### config.mk
export PLATFORM = sky130hd
export DESIGN_NAME = fp_iter_div_flat
export DESIGN_NICKNAME = d
export VERILOG_FILES = /design/src/rtl/fpall_pkg.sv /design/src/rtl/fp_iter_div_if.sv /design/src/rtl/fp_div_step.sv /design/src/rtl/fp_iter_div.sv /design/src/flat_wrapper.sv
export SDC_FILE = /design/constraint.sdc
export NUM_CORES = 1
export LEC_CHECK = 0
export CAP_MARGIN = 40
export CORE_UTILIZATION = 27
export DETAILED_ROUTE_END_ITERATION = 8
export GPL_ROUTABILITY_DRIVEN = 0
export GPL_TIMING_DRIVEN = 0
export HOLD_SLACK_MARGIN = 0.05
export PLACE_DENSITY_LB_ADDON = 0.3
export REMOVE_ABC_BUFFERS = 1
export SLEW_MARGIN = 25
export SYNTH_ARGS = -nofsm -noshare
export SYNTH_HDL_FRONTEND = slang
export SYNTH_SLANG_ARGS = --single-unit
### constraint.sdc
create_clock -name clk -period 4.7 [get_ports clk]
set_input_delay 0.705 -clock clk [delete_from_list [all_inputs] [get_ports clk]]
set_output_delay 0.705 -clock clk [all_outputs]
set_load 0.03 [all_outputs]
### src/rtl/fpall_pkg.sv
// rtl/fpall_pkg.sv - fpall shared types, divider constants and rounding helpers.
// FP_ITER_DIV_FLAGS_EN adds the per-lane exception flag helper.
package fpall_pkg;

  typedef enum logic {FP32 = 1'b0, FP16 = 1'b1} fp_fmt_e;

  typedef struct packed {
    logic        sign;
    logic [7:0]  exp;
    logic [22:0] frac;
  } fp32_t;

  typedef struct packed {
    logic       sign;
    logic [7:0] exp;
    logic [6:0] frac;
  } bf16_t;

  typedef struct packed {
    bf16_t hi;
    bf16_t lo;
  } bf16x2_t;

  typedef union packed {
    logic [31:0] raw;
    fp32_t       f32;
    bf16x2_t     b16;
  } fp_vec_u;

  typedef enum logic [2:0] {IDLE, PREP, ITER, ROUND, DONE} fp_div_state_e;

  typedef enum logic [2:0] {
    SPC_NONE, SPC_NAN, SPC_INVALID, SPC_DIVZ, SPC_INF, SPC_ZERO
  } fp_div_spc_e;

  localparam int DIV_Q_FP32 = 25;
  localparam int DIV_Q_BF16 = 9;

  localparam logic [31:0] FP32_QNAN = 32'h7FC0_0000;
  localparam logic [31:0] FP32_INF  = 32'h7F80_0000;
  localparam logic [15:0] BF16_QNAN = 16'h7FC0;
  localparam logic [15:0] BF16_INF  = 16'h7F80;

  // exp==0 operands are flushed to zero before classification.
  function automatic fp_div_spc_e fp_div_classify(input logic [7:0] ex, input logic fx_nz,
                                                  input logic [7:0] ey, input logic fy_nz);
    logic zx, zy, ix, iy, nx, ny;
    zx = (ex == 8'h00);
    zy = (ey == 8'h00);
    ix = (&ex) && !fx_nz;
    iy = (&ey) && !fy_nz;
    nx = (&ex) && fx_nz;
    ny = (&ey) && fy_nz;
    if (nx || ny)                     return SPC_NAN;
    else if ((zx && zy) || (ix && iy)) return SPC_INVALID;
    else if (ix)                       return SPC_INF;
    else if (zy)                       return SPC_DIVZ;
    else if (zx || iy)                 return SPC_ZERO;
    else                               return SPC_NONE;
  endfunction

  // Returns {carry_out, rounded mantissa}; BF16 mantissas sit in bits [7:0].
  function automatic logic [25:0] fp_div_mant_rnd(input logic bf16, input logic [23:0] mant,
                                                  input logic g, input logic st);
    logic        inc;
    logic [24:0] m1;
    inc = g & (mant[0] | st);
    m1  = {1'b0, mant} + {24'd0, inc};
    return {(bf16 ? m1[8] : m1[24]), m1};
  endfunction

  function automatic logic [31:0] fp_div_round(input logic bf16, input logic sign,
                                               input logic signed [9:0] exp, input logic [23:0] mant,
                                               input logic g, input logic st, input fp_div_spc_e spc);
    logic [25:0]       rnd;
    logic signed [9:0] e;
    logic [31:0]       inf_v, nan_v, zero_v, fin_v;
    rnd    = fp_div_mant_rnd(bf16, mant, g, st);
    e      = exp + $signed({9'd0, rnd[25]});
    inf_v  = bf16 ? {16'h0, sign, BF16_INF[14:0]} : {sign, FP32_INF[30:0]};
    nan_v  = bf16 ? {16'h0, BF16_QNAN} : FP32_QNAN;
    zero_v = bf16 ? {16'h0, sign, 15'h0} : {sign, 31'h0};
    fin_v  = bf16 ? {16'h0, sign, e[7:0], rnd[6:0]} : {sign, e[7:0], rnd[22:0]};
    case (spc)
      SPC_NAN, SPC_INVALID: return nan_v;
      SPC_DIVZ, SPC_INF:    return inf_v;
      SPC_ZERO:             return zero_v;
      default: begin
        if (e >= 10'sd255)    return inf_v;
        else if (e <= 10'sd0) return zero_v;
        else                  return fin_v;
      end
    endcase
  endfunction

`ifdef FP_ITER_DIV_FLAGS_EN
  // {invalid, div_by_zero, overflow, underflow, inexact}
  function automatic logic [4:0] fp_div_flags(input logic bf16, input logic signed [9:0] exp,
                                              input logic [23:0] mant, input logic g,
                                              input logic st, input fp_div_spc_e spc);
    logic [25:0]       rnd;
    logic signed [9:0] e;
    logic              fin, ovf, unf, inx;
    rnd = fp_div_mant_rnd(bf16, mant, g, st);
    e   = exp + $signed({9'd0, rnd[25]});
    fin = (spc == SPC_NONE);
    ovf = fin && (e >= 10'sd255);
    unf = fin && (e <= 10'sd0);
    inx = fin && (g || st || ovf || unf);
    return {(spc == SPC_INVALID), (spc == SPC_DIVZ), ovf, unf, inx};
  endfunction
`endif

endpackage

### src/rtl/fp_iter_div_if.sv
// rtl/fp_iter_div_if.sv - operand/result handshake bundle for fp_iter_div.
// FP_ITER_DIV_FLAGS_EN adds the flags signal.
interface fp_iter_div_if;
  import fpall_pkg::*;

  logic        in_valid;
  logic        in_ready;
  fp_fmt_e     fmt;
  logic [31:0] X;
  logic [31:0] Y;
  logic        out_valid;
  logic        out_ready;
  logic [31:0] R;
`ifdef FP_ITER_DIV_FLAGS_EN
  logic [9:0]  flags;

  modport master (output in_valid, fmt, X, Y, out_ready,
                  input  in_ready, out_valid, R, flags);
  modport slave  (input  in_valid, fmt, X, Y, out_ready,
                  output in_ready, out_valid, R, flags);
`else
  modport master (output in_valid, fmt, X, Y, out_ready,
                  input  in_ready, out_valid, R);
  modport slave  (input  in_valid, fmt, X, Y, out_ready,
                  output in_ready, out_valid, R);
`endif

endinterface

### src/rtl/fp_div_step.sv
// rtl/fp_div_step.sv - one restoring radix-2 division step.
module fp_div_step #(
  parameter int W = 25
) (
  input  logic [W-1:0] rem,
  input  logic [W-1:0] div,
  output logic         qbit,
  output logic [W-1:0] rem_next
);

  logic [W:0]   trial;
  logic [W-1:0] kept;

  // rem < 2*div on entry, so the kept remainder never uses its top bit.
  always_comb begin
    trial    = {1'b0, rem} - {1'b0, div};
    qbit     = ~trial[W];
    kept     = qbit ? trial[W-1:0] : rem;
    rem_next = {kept[W-2:0], 1'b0};
  end

endmodule

### src/rtl/fp_iter_div.sv
// rtl/fp_iter_div.sv - iterative FP32 / dual-BF16 restoring divider (fpall DIV).
// FP_ITER_DIV_FLAGS_EN adds the 10-bit per-lane exception flags output.
module fp_iter_div
  import fpall_pkg::*;
#(
  parameter int UNROLL = 1
) (
  input logic         clk,
  input logic         rst_n,
  fp_iter_div_if.slave bus
);

  localparam int N32   = (DIV_Q_FP32 + UNROLL - 1) / UNROLL;
  localparam int N16   = (DIV_Q_BF16 + UNROLL - 1) / UNROLL;
  localparam int EXTRA = UNROLL - 1;
  localparam int QHW   = DIV_Q_FP32 + EXTRA;
  localparam int QLW   = DIV_Q_BF16 + EXTRA;

  generate
    if (UNROLL != 1 && UNROLL != 2) begin : g_bad_unroll
      $error("fp_iter_div: UNROLL must be 1 or 2");
    end
  endgenerate

  fp_div_state_e     state;
  fp_fmt_e           fmt_q;
  logic [31:0]       x_q, y_q;
  logic              in_ready_q, out_valid_q;
  logic [31:0]       r_q;
  logic              sign_hi, sign_lo;
  logic signed [9:0] exp_hi, exp_lo;
  logic [24:0]       rem_hi, div_hi;
  logic [8:0]        rem_lo, div_lo;
  logic [QHW-1:0]    q_hi;
  logic [QLW-1:0]    q_lo;
  fp_div_spc_e       spc_hi, spc_lo;
  logic [4:0]        cnt;

  fp_vec_u xv, yv;
  logic    is_bf16;

  assign xv.raw  = x_q;
  assign yv.raw  = y_q;
  assign is_bf16 = (fmt_q == FP16);

  // Unpack and pre-normalize; the hi datapath carries FP32 or the upper BF16 lane.
  logic [23:0]       mx_hi, my_hi;
  logic [7:0]        mx_lo, my_lo;
  logic              fnx_hi, fny_hi, lt_hi, lt_lo;
  logic [24:0]       p_rem_hi;
  logic [8:0]        p_rem_lo;
  logic signed [9:0] p_exp_hi, p_exp_lo;

  always_comb begin
    if (is_bf16) begin
      mx_hi  = {16'h0, 1'b1, xv.b16.hi.frac};
      my_hi  = {16'h0, 1'b1, yv.b16.hi.frac};
      fnx_hi = |xv.b16.hi.frac;
      fny_hi = |yv.b16.hi.frac;
    end else begin
      mx_hi  = {1'b1, xv.f32.frac};
      my_hi  = {1'b1, yv.f32.frac};
      fnx_hi = |xv.f32.frac;
      fny_hi = |yv.f32.frac;
    end
    mx_lo    = {1'b1, xv.b16.lo.frac};
    my_lo    = {1'b1, yv.b16.lo.frac};
    lt_hi    = (mx_hi < my_hi);
    lt_lo    = (mx_lo < my_lo);
    p_rem_hi = lt_hi ? {mx_hi, 1'b0} : {1'b0, mx_hi};
    p_rem_lo = lt_lo ? {mx_lo, 1'b0} : {1'b0, mx_lo};
    p_exp_hi = $signed({2'b00, xv.f32.exp}) - $signed({2'b00, yv.f32.exp})
             + (lt_hi ? 10'sd126 : 10'sd127);
    p_exp_lo = $signed({2'b00, xv.b16.lo.exp}) - $signed({2'b00, yv.b16.lo.exp})
             + (lt_lo ? 10'sd126 : 10'sd127);
  end

  logic [UNROLL:0][24:0] hi_chain;
  logic [UNROLL:0][8:0]  lo_chain;
  logic [UNROLL-1:0]     hi_qb, lo_qb;

  assign hi_chain[0] = rem_hi;
  assign lo_chain[0] = rem_lo;

  // First step of a cycle produces the most significant quotient bit.
  generate
    for (genvar i = 0; i < UNROLL; i++) begin : g_step
      fp_div_step #(.W(25)) u_hi (
        .rem      (hi_chain[i]),
        .div      (div_hi),
        .qbit     (hi_qb[UNROLL-1-i]),
        .rem_next (hi_chain[i+1])
      );
      fp_div_step #(.W(9)) u_lo (
        .rem      (lo_chain[i]),
        .div      (div_lo),
        .qbit     (lo_qb[UNROLL-1-i]),
        .rem_next (lo_chain[i+1])
      );
    end
  endgenerate

  // Any quotient bit beyond the guard (odd Q with UNROLL=2) folds into sticky.
  logic [24:0] qq_hi;
  logic [8:0]  qq_lo;
  logic        st_hi, st_lo;
  logic [23:0] mant_hi;
  logic [31:0] r_hi, r_next;
  logic [15:0] r_lo;

  always_comb begin
    qq_hi   = 25'(q_hi >> EXTRA);
    qq_lo   = 9'(q_lo >> EXTRA);
    st_hi   = (rem_hi != 25'd0) || ((EXTRA != 0) && q_hi[0]);
    st_lo   = (rem_lo != 9'd0) || ((EXTRA != 0) && q_lo[0]);
    mant_hi = is_bf16 ? {16'h0, qq_hi[8:1]} : qq_hi[24:1];
    r_hi    = fp_div_round(is_bf16, sign_hi, exp_hi, mant_hi, qq_hi[0], st_hi, spc_hi);
    r_lo    = 16'(fp_div_round(1'b1, sign_lo, exp_lo, {16'h0, qq_lo[8:1]}, qq_lo[0], st_lo, spc_lo));
    r_next  = is_bf16 ? {r_hi[15:0], r_lo} : r_hi;
  end

`ifdef FP_ITER_DIV_FLAGS_EN
  logic [9:0] flags_q, flags_next;
  logic [4:0] fl_hi, fl_lo;

  always_comb begin
    fl_hi      = fp_div_flags(is_bf16, exp_hi, mant_hi, qq_hi[0], st_hi, spc_hi);
    fl_lo      = fp_div_flags(1'b1, exp_lo, {16'h0, qq_lo[8:1]}, qq_lo[0], st_lo, spc_lo);
    flags_next = is_bf16 ? {fl_hi, fl_lo} : {5'b0, fl_hi};
  end

  always_ff @(posedge clk or negedge rst_n) begin
    if (!rst_n)               flags_q <= '0;
    else if (state == ROUND)  flags_q <= flags_next;
  end

  assign bus.flags = flags_q;
`endif

  always_ff @(posedge clk or negedge rst_n) begin
    if (!rst_n) begin
      state       <= IDLE;
      fmt_q       <= FP32;
      x_q         <= '0;
      y_q         <= '0;
      in_ready_q  <= 1'b1;
      out_valid_q <= 1'b0;
      r_q         <= '0;
      sign_hi     <= 1'b0;
      sign_lo     <= 1'b0;
      exp_hi      <= '0;
      exp_lo      <= '0;
      rem_hi      <= '0;
      rem_lo      <= '0;
      div_hi      <= '0;
      div_lo      <= '0;
      q_hi        <= '0;
      q_lo        <= '0;
      spc_hi      <= SPC_NONE;
      spc_lo      <= SPC_NONE;
      cnt         <= '0;
    end else begin
      case (state)
        IDLE: begin
          if (bus.in_valid && in_ready_q) begin
            x_q        <= bus.X;
            y_q        <= bus.Y;
            fmt_q      <= bus.fmt;
            in_ready_q <= 1'b0;
            state      <= PREP;
          end
        end
        PREP: begin
          sign_hi <= xv.f32.sign ^ yv.f32.sign;
          sign_lo <= xv.b16.lo.sign ^ yv.b16.lo.sign;
          exp_hi  <= p_exp_hi;
          exp_lo  <= p_exp_lo;
          rem_hi  <= p_rem_hi;
          rem_lo  <= p_rem_lo;
          div_hi  <= {1'b0, my_hi};
          div_lo  <= {1'b0, my_lo};
          spc_hi  <= fp_div_classify(xv.f32.exp, fnx_hi, yv.f32.exp, fny_hi);
          spc_lo  <= fp_div_classify(xv.b16.lo.exp, |xv.b16.lo.frac,
                                     yv.b16.lo.exp, |yv.b16.lo.frac);
          q_hi    <= '0;
          q_lo    <= '0;
          cnt     <= is_bf16 ? 5'(N16 - 1) : 5'(N32 - 1);
          state   <= ITER;
        end
        ITER: begin
          rem_hi <= hi_chain[UNROLL];
          rem_lo <= lo_chain[UNROLL];
          q_hi   <= {q_hi[QHW-UNROLL-1:0], hi_qb};
          q_lo   <= {q_lo[QLW-UNROLL-1:0], lo_qb};
          if (cnt == 5'd0) state <= ROUND;
          else             cnt   <= cnt - 5'd1;
        end
        ROUND: begin
          r_q         <= r_next;
          out_valid_q <= 1'b1;
          state       <= DONE;
        end
        DONE: begin
          if (bus.out_ready) begin
            out_valid_q <= 1'b0;
            in_ready_q  <= 1'b1;
            state       <= IDLE;
          end
        end
        default: state <= IDLE;
      endcase
    end
  end

  assign bus.in_ready  = in_ready_q;
  assign bus.out_valid = out_valid_q;
  assign bus.R         = r_q;

endmodule

### src/flat_wrapper.sv
// flat-port wrapper written by rule: the top's interface ports become plain ports
module fp_iter_div_flat import fpall_pkg::*;
#(
  parameter int UNROLL = 1
)
  (clk, rst_n, bus_in_valid, bus_fmt, bus_X, bus_Y, bus_out_ready, bus_in_ready, bus_out_valid, bus_R);
  fp_iter_div_if bus_i ();
  input logic clk;
  input logic rst_n;
  input wire logic [$bits(bus_i.in_valid)-1:0] bus_in_valid;
  input wire logic [$bits(bus_i.fmt)-1:0] bus_fmt;
  input wire logic [$bits(bus_i.X)-1:0] bus_X;
  input wire logic [$bits(bus_i.Y)-1:0] bus_Y;
  input wire logic [$bits(bus_i.out_ready)-1:0] bus_out_ready;
  output wire logic [$bits(bus_i.in_ready)-1:0] bus_in_ready;
  output wire logic [$bits(bus_i.out_valid)-1:0] bus_out_valid;
  output wire logic [$bits(bus_i.R)-1:0] bus_R;
  assign bus_i.in_valid = bus_in_valid;
  assign bus_i.fmt = bus_fmt;
  assign bus_i.X = bus_X;
  assign bus_i.Y = bus_Y;
  assign bus_i.out_ready = bus_out_ready;
  assign bus_in_ready = bus_i.in_ready;
  assign bus_out_valid = bus_i.out_valid;
  assign bus_R = bus_i.R;
  fp_iter_div #(.UNROLL(UNROLL)) u_core (.clk(clk), .rst_n(rst_n), .bus(bus_i));
endmodule
Figure 1. Clock routing (run 1).
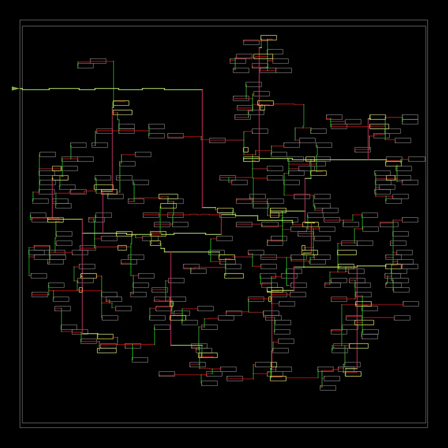
FFs & Latches: 235
clk ins delay skew pair: 0.57 ns
Clk. pwr: 2660 µW
clock skew: 0.02471 ns

Figure 2. Met3 routing (run 1).
Bar = 50 µm.
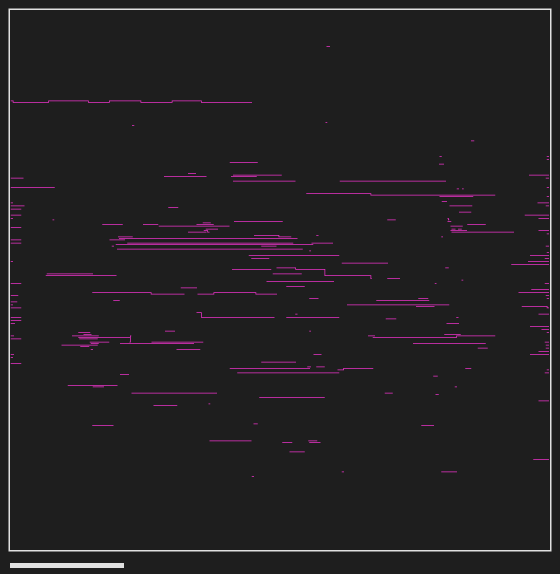
main direction: horizontal
share of all routed wire: 5.1%
wire length on this layer: 2170 µm

==> reports/qor.yml, run 1 <==
final_layout:
  instances_no_fill: 2496
  num-nonclk-buffers: 129
  num_antenna_cells: 0
  seq-cell-share_pct: 32.22
  num-fill-cells: 5564
  layout_top_cell: "dfrtp_1"
  nClkBuffers: 34
  n_all_inverters: 97
  fin_util_pct: 33.62
  area_share_clock_buf_inv_pct: 6.204
  buffer_area_share_pct: 7.868
  area_dominant_class: "multi-input combinational cells"
  drive_gt1_share_pct: 10.02
place:
  dp_hpwl_um: 31800
  place_area_um2: 17030
final_timing:
  finalCriticalPeriod_ns: 4.507
  setup_tns_ns: 0
  worst_slack_ns: 0.1934
  finalClockPeriodUsage_pct: 95.89
  fmax_mhz: 221.9
  tightest_slew_ns: 0.9172
  final-setup-viol-count: 0
  maxSlewViolCount: 0
  whs_ns: 0.08872
route:
  wire_per_inst_um: 17.07
  drc_errors: 0
  wl_met3_um: 2165
  wl_um: 42620
  routed_via_density: 5.036
  vias: 12570
  antenna_left: 0
synth:
  simple_gate_area_share_pct: 16.59
  yosys.stat.chipArea_um2: 14970
  top_cell_area_share_pct: 39.12
  top_area_cell: "dfrtp_1"
  logic_family: "AND-OR/OR-AND gates"
  avgSynthCellArea_um2: 9.078
  syn_inst: 1649
  ys_cells: 1649
  synth_adder_area_share_pct: 7.890
cts:
  cts_root_buf: "clkbuf_16"
  cts_tree: "yes"
  clkTransAtPathRegs_ns: 0.06
  holdBufCountCts: 0
global_route:
  grt_pass1_vias: 12450
  grtUsageMet1_pct: 20.70
  grt_util_met2_pct: 24.67
  grt_max_degree: 87
  antenna_found_initial: 0
worst_setup_path:
  path_common_cell: "nand3_1"
  cp.arrival_ns: 4.96
  path_buffers: 0
  startpoint_type: "register"
  cp_slowest_stage_delay_ns: 0.43
  critical_path_class: "reg -> reg"
  cp.required_ns: 5.16
floorplanning:
  die_x_um: 237.5
  rows: 85
  dieArea_um2: 56390
  die_h_um: 237.5
run:
  tool_warnings: 27
run_status:
  outcome: "finished clean"
power:
  vdd_drop_max_uv: 374.1
Figure 3. The metal 1 layer (run 1).
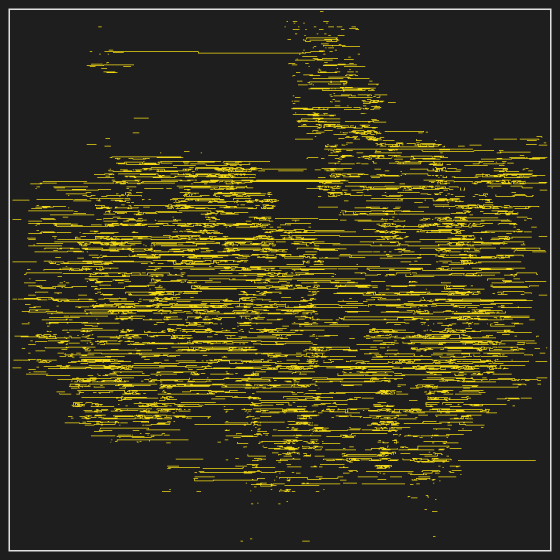
main direction: horizontal
longest straight run: 60.3 µm

==> run 1: state kept, by name, summed over array words and instances, names as in the netlist, 3 cells and up <==
name           cells
u_core.div_lo      8
u_core.spc_lo      3
u_core.y_q        32
u_core.exp_lo     10
u_core.cnt         5
u_core.div_hi     24
u_core.rem_lo      9
u_core.state       3
u_core.q_lo        9
u_core.spc_hi      3
u_core.rem_hi     25
u_core.x_q        32
u_core.q_hi       25
u_core.exp_hi     10
u_core.bus.R      32
==> run 1: worst paths after layout <==
path	from	endpoint	slack (ns)	cells past startpoint
max	u_core.q_hi[1]	u_core.bus.R[13]	0.19	18
min	rst_n	u_core.bus.R[12]	0.09	1
max reg2reg	u_core.q_hi[1]	u_core.bus.R[13]	0.19	18
min reg2reg	u_core.div_lo[7]	u_core.div_lo[7]	0.45	2
max in group asynchronous	rst_n	u_core.y_q[16]	3.30	3
min in group clk	u_core.div_lo[7]	u_core.div_lo[7]	0.45	2
==> run 1: cell usage after synthesis (12+ instances only) <==
cell type  count
dfrtp_1      234
nand2_1      198
o21ai_0      126
nor2_1       121
inv_1         95
ha_1          88
a21oi_1       69
clkbuf_1      53
mux2_2        51
xnor2_1       49
mux2i_1       47
nand3_1       36
nor3_1        34
a22o_1        32
xor2_1        31
a21o_1        27
nor4_1        26
nor2b_1       25
nand4_1       23
o21a_1        22
a31oi_1       17
o22ai_1       15
a211oi_1      13
a21boi_0      12
==> run 1: where the power goes <==
part	internal, µW	switching [µW]	leakage (µW)
Combinational	3850	5030	0.00432
Sequential	2920	1050	0.00293
Clock	1720	939	0.000550
Total	8490	7020	0.00780
==> run 1: repair_timing <==
action	CTS	global route
gates resized	9	8
pin swaps	3	1
buffers inserted	3	4
setup endpoints to repair	38	20
==> inputs of run 2 (changes only) <==
Clock period 4.7 ns to 4.1 ns, I/O delays scaled along.
Figure 4. Wiring heat map (run 2).
Bar = 50 µm. The die is cut into 24 by 24 equal tiles; dark blue is low, red is high, scaled to the fullest tile. Values are wire area over tile area, all layers added.
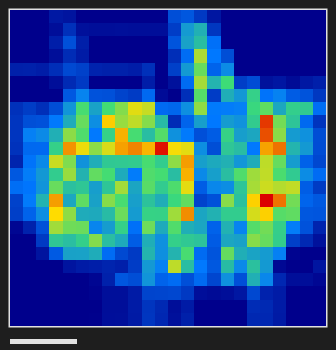
emptiest ninth of the die: top left
mean over tiles: 0.12
tiles over half the peak: 17%
nearly empty tiles: 25%
fullest tile: 0.50

==> reports/qor.yml, run 2 <==
final_layout:
  drive_gt1_share_pct: 12.63
  layout_top_cell: "dfrtp_1"
  final_cell_mix: "231 x dfrtp_1, 198 x nand2_1, 123 x o21ai_0, 117 x nor2_1, 101 x clkdlybuf4s50_1"
  num_antenna_cells: 0
final_timing:
  finalClockPeriodUsage_pct: 97.21
  tightest_slew_ns: 0.7737
  maxSlewViolCount: 0
  fmax_mhz: 250.9
  finalCriticalPeriod_ns: 3.986
  worst_slack_ns: 0.1142
  final-setup-viol-count: 0
  fin_skew_ns: 0.02625
run:
  tool_warnings: 27
  drv_cap: 0
worst_setup_path:
  cp-startpoint: "u_core.q_hi[1]"
  critical_path_class: "reg -> reg"
  cp.arrival_ns: 4.44
  worst-r2r-cell-count: 18
  startpoint_type: "register"
  path_buffers: 0
  timing.rr.end: "u_core.bus.R[13]"
  cp.required_ns: 4.56
  cp_slowest_stage_delay_ns: 0.41
  r2r_start: "u_core.q_hi[1]"
  r2r_setup_slack_ns: 0.11
floorplanning:
  core_area_um2: 54350
  rows: 85
  dieArea_um2: 56390
  die_h_um: 237.5
  die_x_um: 237.5
route:
  drc_errors: 0
  wl_um: 43830
  first_pass_iters: 5
  wl_met2_um: 20120
  routed_via_density: 5.063
  wl_met1_um: 20770
  wire_per_inst_um: 17.38
  antenna_left: 0
  drt-initial-drc-count: 995
  vias: 12770
  wl_met3_um: 1977
global_route:
  grt_pass1_vias: 12550
  grtUsageMet1_pct: 21.02
  antenna_found_initial: 0
  grt_util_met2_pct: 25.18
  grt_max_degree: 87
synth:
  yosys.stat.chipArea_um2: 14970
  top_cell_area_share_pct: 39.12
  netlist_top_cells_count: "234 x dfrtp_1, 198 x nand2_1, 126 x o21ai_0, 121 x nor2_1, 95 x inv_1"
  ys_cells: 1649
  top_cells_by_area: "dfrtp_1 39%, ha_1 7.4%, nand2_1 5.0%"
  top_cell: "dfrtp_1"
  flop_cell: "dfrtp_1"
  top_area_cell: "dfrtp_1"
  avgSynthCellArea_um2: 9.078
  syn_inst: 1649
place:
  place_ws_ns: -1.200
  place_area_um2: 17030
  dp_hpwl_um: 31800
cts:
  clkTransAtPathRegs_ns: 0.06
  cts_tree: "yes"
  cts.htree.levels: 1
  cts_root_buf: "clkbuf_16"
  insertion_delay_ns: 0.58
power:
  vdd_drop_max_uv: 402.2
  total_power_uw: 18100
hold_path:
  holdPathEnd: "u_core.div_lo[7]"
  hp-start: "u_core.div_lo[7]"
  hold_depth: 2
run_status:
  outcome: "finished clean"
-- run 2: cell counts after synthesis --
Identical to the previous run, type by type.
-- run 2: layout make-up --
type,count,area [µm²]
clock buffer,34,773.2
multi-input combinational,1245,8716
sequential,235,5888
tap,739,924.6
timing repair buffer,153,1639
clock inverter,18,360.3
fill,5529,35670
inverter,97,376.6
-- run 2: how the worst max path moves through the flow --
stage / endpoint / slack, ns / depth (start not counted)
CTS: u_core.exp_hi[8] / -0.06 / 18
finish: u_core.bus.R[13] / 0.11 / 18
detailed placement: u_core.exp_hi[8] / -1.20 / 18
floorplan: u_core.exp_hi[8] / -2.16 / 16
global route: u_core.bus.R[13] / -0.02 / 18
global placement: u_core.y_q[19] / -8.31 / 1
-- run 2: report_power, final --
part	switching, µW	internal (µW)
Sequential	1210	3350
Clock	1080	1970
Combinational	5940	4560
-- run 2: through the flow --
step / util (%) / instances / TNS, ns / hold slack [ns]
CTS: 33.91 / 2508 / -0.05529 / 0.4528
global route: 34.37 / 2521 / -0.07347 / 0.4633
finish: 34.37 / 2521 / 0 / 0.4514
detailed placement: 31.33 / 2437 / -43.62 / 0.4389
floorplan: - / 1576 / -99.22 / 0.3194
global placement: 30.56 / 2417 / -2759.98 / 0.4361
-- run 2: kinds of logic after synthesis --
group / Yosys count / share of synthesized area [%]
DFF: 235 / 39.29
muxes: 98 / 6.979
xor gates and xnor gates: 81 / 4.789
and+or+nand+nor: 531 / 16.59
buffers and inverters: 170 / 4.488
adders and majority gates: 92 / 7.890
AOI/OAI and AO/OA: 442 / 19.97
-- run 2: timing repair --
action | CTS | global route
setup buffers | 17 | 12
resized | 28 | 28
hold buffers | 1 | 0
hold endpoints to repair | 66 | 0
setup endpoints to repair | 66 | 31
pin swaps | 8 | 14
cloned | 1 | 1
Power and IR drop assume default switching activity.
